logic_types.png
Scale bar: 20 um.
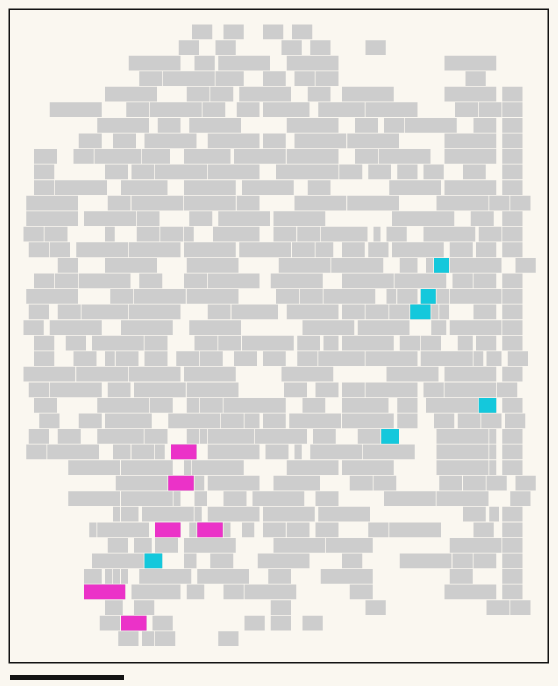
sizes.png
Scale bar: 20 um.
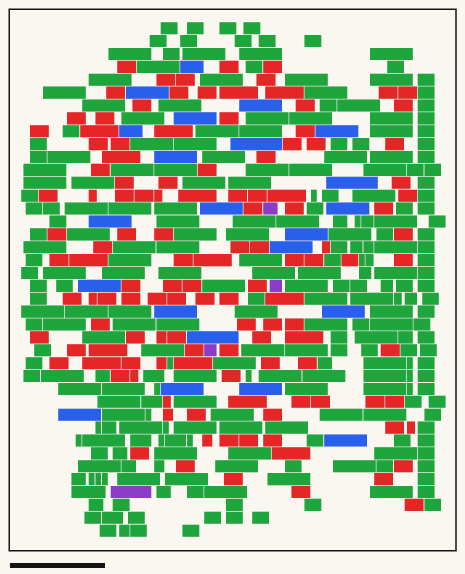
flops_by_reg.png
Scale bar: 20 um.
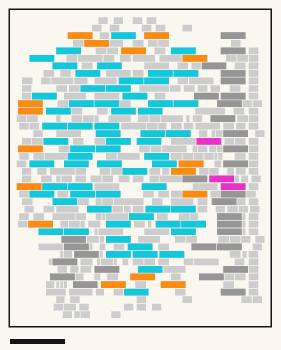
===== src/rtl/io_port_responder.sv =====
// Device-side responder for the processor I/O port: OUT writes feed a TX FIFO to an
// external sink, an RX holding register feeds IN reads, plus a level interrupt with ack.
module io_port_responder #(
  parameter int DATA_W   = 16,
  parameter int TX_DEPTH = 4
) (
  input  logic                        clk,
  input  logic                        rst,
  input  logic                        out_wr,
  input  logic [DATA_W-1:0]           out_data,
  output logic [DATA_W-1:0]           out_last,
  input  logic                        in_rd,
  output logic [DATA_W-1:0]           in_data,
  output logic                        in_valid,
  output logic                        int_req,
  input  logic                        int_ack,
  input  logic [1:0]                  irq_mask,
  input  logic                        ext_irq,
  output logic [DATA_W-1:0]           ext_tx_data,
  output logic                        ext_tx_valid,
  input  logic                        ext_tx_ready,
  input  logic [DATA_W-1:0]           ext_rx_data,
  input  logic                        ext_rx_valid,
  output logic                        ext_rx_ready,
  output logic [$clog2(TX_DEPTH):0]   tx_count,
  output logic                        tx_overflow,
  output logic                        rx_underrun,
  input  logic                        clr_status
);
  localparam int AW = $clog2(TX_DEPTH);
  localparam int CW = AW + 1;

  typedef enum logic [1:0] {S_IDLE, S_ASSERT, S_ACKED} state_t;

  // ---------------- TX FIFO ----------------
  logic [DATA_W-1:0] mem [TX_DEPTH];
  logic [AW-1:0]     wr_ptr, rd_ptr;
  logic              full, push, pop;

  assign full         = (tx_count == CW'(TX_DEPTH));
  assign ext_tx_valid = (tx_count != '0);
  assign ext_tx_data  = mem[rd_ptr];
  assign pop          = ext_tx_valid & ext_tx_ready;
  // A pop frees the slot in the same cycle, so a full FIFO still accepts a push then.
  assign push         = out_wr & (~full | pop);

  always_ff @(posedge clk or posedge rst) begin
    if (rst) begin
      wr_ptr   <= '0;
      rd_ptr   <= '0;
      tx_count <= '0;
      out_last <= '0;
      for (int i = 0; i < TX_DEPTH; i++) mem[i] <= '0;
    end else begin
      if (out_wr) out_last <= out_data;
      if (push) begin
        mem[wr_ptr] <= out_data;
        wr_ptr      <= wr_ptr + AW'(1);
      end
      if (pop) rd_ptr <= rd_ptr + AW'(1);
      case ({push, pop})
        2'b10:   tx_count <= tx_count + CW'(1);
        2'b01:   tx_count <= tx_count - CW'(1);
        default: ;
      endcase
    end
  end

  // ---------------- RX holding register ----------------
  logic rx_load;

  assign ext_rx_ready = ~in_valid;
  assign rx_load      = ext_rx_valid & ~in_valid;

  always_ff @(posedge clk or posedge rst) begin
    if (rst) begin
      in_data  <= '0;
      in_valid <= 1'b0;
    end else if (rx_load) begin
      in_data  <= ext_rx_data;
      in_valid <= 1'b1;
    end else if (in_rd) begin
      in_valid <= 1'b0;
    end
  end

  // ---------------- Sticky status ----------------
  // Set terms sit outside the clear mask so a coincident event survives clr_status.
  always_ff @(posedge clk or posedge rst) begin
    if (rst) begin
      tx_overflow <= 1'b0;
      rx_underrun <= 1'b0;
    end else begin
      tx_overflow <= (out_wr & ~push)    | (tx_overflow & ~clr_status);
      rx_underrun <= (in_rd & ~in_valid) | (rx_underrun & ~clr_status);
    end
  end

  // ---------------- ext_irq synchronizer + edge detect ----------------
  logic [2:0] irq_sync;
  logic       irq_edge, ev;

  always_ff @(posedge clk or posedge rst) begin
    if (rst) irq_sync <= '0;
    else     irq_sync <= {irq_sync[1:0], ext_irq};
  end

  assign irq_edge = irq_sync[1] & ~irq_sync[2];
  assign ev       = (rx_load & irq_mask[0]) | (irq_edge & irq_mask[1]);

  // ---------------- Interrupt FSM ----------------
  state_t state;
  logic   pend;

  always_ff @(posedge clk or posedge rst) begin
    if (rst) begin
      state   <= S_IDLE;
      pend    <= 1'b0;
      int_req <= 1'b0;
    end else begin
      case (state)
        S_IDLE: begin
          if (ev) begin
            state   <= S_ASSERT;
            int_req <= 1'b1;
          end
        end
        S_ASSERT: begin
          if (ev) pend <= 1'b1;
          if (int_ack) begin
            state   <= S_ACKED;
            int_req <= 1'b0;
          end
        end
        S_ACKED: begin
          // An event landing in the ack gap is folded into the re-assert.
          if (pend | ev) begin
            state   <= S_ASSERT;
            int_req <= 1'b1;
            pend    <= 1'b0;
          end else begin
            state   <= S_IDLE;
          end
        end
        default: begin
          state   <= S_IDLE;
          int_req <= 1'b0;
          pend    <= 1'b0;
        end
      endcase
    end
  end

endmodule


===== config.mk =====
export PLATFORM = sky130hd
export DESIGN_NAME = io_port_responder
export DESIGN_NICKNAME = d
export VERILOG_FILES = /design/src/rtl/io_port_responder.sv
export SDC_FILE = /design/constraint.sdc
export NUM_CORES = 1
export LEC_CHECK = 0
export CORE_AREA = 2 2 92 112
export CTS_CLUSTER_DIAMETER = 150
export DETAILED_ROUTE_END_ITERATION = 10
export DIE_AREA = 0 0 94 114
export HOLD_SLACK_MARGIN = 0.05
export PLACE_DENSITY = 0.85
export RECOVER_POWER = 25
export SYNTH_ARGS = -nofsm -noshare
export SYNTH_HDL_FRONTEND = slang
export SYNTH_SLANG_ARGS = --single-unit

===== constraint.sdc =====
create_clock -name clk -period 7.53 [get_ports clk]
set_clock_uncertainty 0.15 [all_clocks]
set_input_delay 1.1295 -clock clk [delete_from_list [all_inputs] [get_ports clk]]
set_output_delay 1.1295 -clock clk [all_outputs]
set_load 0.01 [all_outputs]

==> ci_impl_report.md <==
## Synthesis and layout report

| Metric | Value |
|---|---|
| Startpoint types | `flop` |
| Row cnt | `around 40` |
| IO Pins | `roughly 100` |
| Clk sinks | `113` |
| VDD IR max | `between 0.2 and 0.3 mV` |
| Max Cap Viol | `0` |
| TNS Setup | `0 ns` |
| Antenna diodes | `0` |
| DRC errors left | `0` |
| Slowest-stage cell, CP | `dfrtp_1` |
| CP top delay family | `flip-flops` |
| First-pass GRT wire length | `around 16000 um` |
| Yosys Instances | `approximately 290` |
| Synth Instances | `287` |
| R2r endpoint | `tx_count[2]` |
| LEAKAGE | `between 0.002 and 0.003 uW` |
| Root Driver | `clkbuf_16` |
| Ys flops | `roughly 110` |
| Status | `finished clean` |
| DR vias/cell | `about 5.2` |
| Pwr dens | `around 430 mW/mm2` |
| Post-DP Area | `0.00581 mm2` |
| CP peak stage delay | `1.07 ns` |
| Hold buffers post-CTS | `0` |
| Hold path cells | `0` |
| Gate Area | `0.00179 mm2` |
| Postcts setup bufs | `0` |
| Die ar. | `around 0.011 mm2` |
| Origin of the worst min-delay path | `irq_sync[0]` |
| Worst r2r path cells | `8` |
| Flip-flops with a built-in enable | `0` |
| Post-synthesis sequential area ratio | `0.598` |
| Worst min path class | `reg2reg` |
| GRT Residual Overflow | `0` |
| Tally of OpenROAD warnings | `29` |
| Worst slew pin tran | `1.19 ns` |
| Synth cell types | `28` |
| Mapped Avg Cell Area | `16.5 um2` |
| Final nets | `444` |
| Pre-Place Util | `0.484` |
| Drt wl/cell | `17.7 um` |
| CP Max Fanout | `18` |
| Crit. End Element | `output pin` |
| Syn nets | `336` |
-- logic_types.png (at the start) --
Key: cyan = AND-OR and OR-AND gates [cells 6]; magenta = adder and majority cells [cells 6, most used ha_1]

-- sizes.png (at the start) --
Key: green = _0 and _1 cells [cells 257, share 63%]; red = _2 cells [cells 125, share 31%]; purple = _3 and _4 cells [cells 4, share 0.98%]; blue = _6 and larger [cells 22, share 5.4%]
Design Area, Final: 0.00640 mm2
Final WS setup: 3.65 ns
nonclk buf count: 100
area added between synthesis and finish: 35.5%

-- flops_by_reg.png (at the start) --
Key: cyan = `mem` [flops 64]; magenta = `irq_sync` [flops 3]; orange = `out_last` [flops 16, where widely spread]

[metrics by stage]
stage	hold slack, ns	std cells
2_1_floorplan	0.181	287
3_3_place_gp	0.186	502
3_5_place_dp	0.212	502
4_1_cts	0.215	534
5_1_grt	0.227	534
6_report	0.220	534
[cells in the final DEF (no fill, tap or decap), types with 4 or more instances in the layout]
cell,netlist,routed
clkbuf_16,0,17
clkdlybuf4s50_1,0,76
clkinv_2,0,6
dfrtp_1,113,113
dlygate4sd3_1,0,23
ha_1,5,5
inv_1,8,7
mux2_2,97,97
mux4_2,16,16
nand2_1,7,7
nor2_2,4,4
[sequential cells by signal, indices dropped and copies added (netlist names)]
name,flops
out_last,16
mem,64
rd_ptr,2
rx_underrun,1
int_req,1
wr_ptr,2
in_valid,1
tx_overflow,1
irq_sync,3
in_data,16
pend,1
tx_count,3
state,2
[power breakdown]
group          switching [uW]  internal [uW]
sequential                184            846
combinational             325            611
clock                     261            533
[synth_stat cells (3+ instances only)]
cell     instances  area, um2
dfrtp_1        113       2830
xor2_1           3       26.3
buf_2            4       20.0
inv_1            8       30.0
xnor2_1          3       26.3
mux4_2          16        360
buf_6            4       45.0
ha_1             5       62.6
mux2_2          97       1090
nor2_2           4       25.0
nand2_1          7       26.3
[worst register-to-register path: stages, from the launching register on]
cell and delay (ns):
dfrtp_1 0.46, nor4b_4 0.59, nand2b_1 0.26, ha_1 0.23, inv_1 0.06, fa_1 0.37
xor2_1 0.15, nor2_1 0.12, xor2_1 0.15
[cells by family after synthesis]
logic type / after synthesis / synth area share
mux: 114 / 0.310
buf+inv: 19 / 0.0225
flops: 113 / 0.598
compound gates: 10 / 0.0159
xor+xnor: 6 / 0.0111
simple gates: 19 / 0.0252
fa+ha+maj: 6 / 0.0175
[worst max-delay path by stage]
stage | depth (start not counted) | end | slack, ns | start
after floorplan | 1 | in_data[0] | 3.26 | rst
after global placement | 4 | mem[2] | 3.54 | out_wr
after detailed placement | 4 | mem[11] | 3.50 | out_wr
after CTS | 2 | ext_tx_data[11] | 3.60 | rd_ptr[0]
after global routing | 2 | ext_tx_data[9] | 3.48 | rd_ptr[0]
final | 2 | ext_tx_data[11] | 3.65 | rd_ptr[0]
[layer usage]
metal	share of wire	vias up	GRT usage	wire, um
met3	0.057	9	0.0667	542
li1	-	1258	-	-
met1	0.42	1436	0.238	3950
met2	0.52	95	0.325	4890
met5	0	-	0	0
met4	0.0091	0	0.0589	86
[cell type report]
type | count | share of cell area
flip-flops and latches | 113 | 0.442
multi-input cells | 155 | 0.280
repair buffers | 100 | 0.156
clock buffers | 21 | 0.0719
well taps | 126 | 0.0246
clock inverters | 11 | 0.0213
inverters | 8 | 0.00488
No activity file was given, so power comes from the tool's default toggle rates.
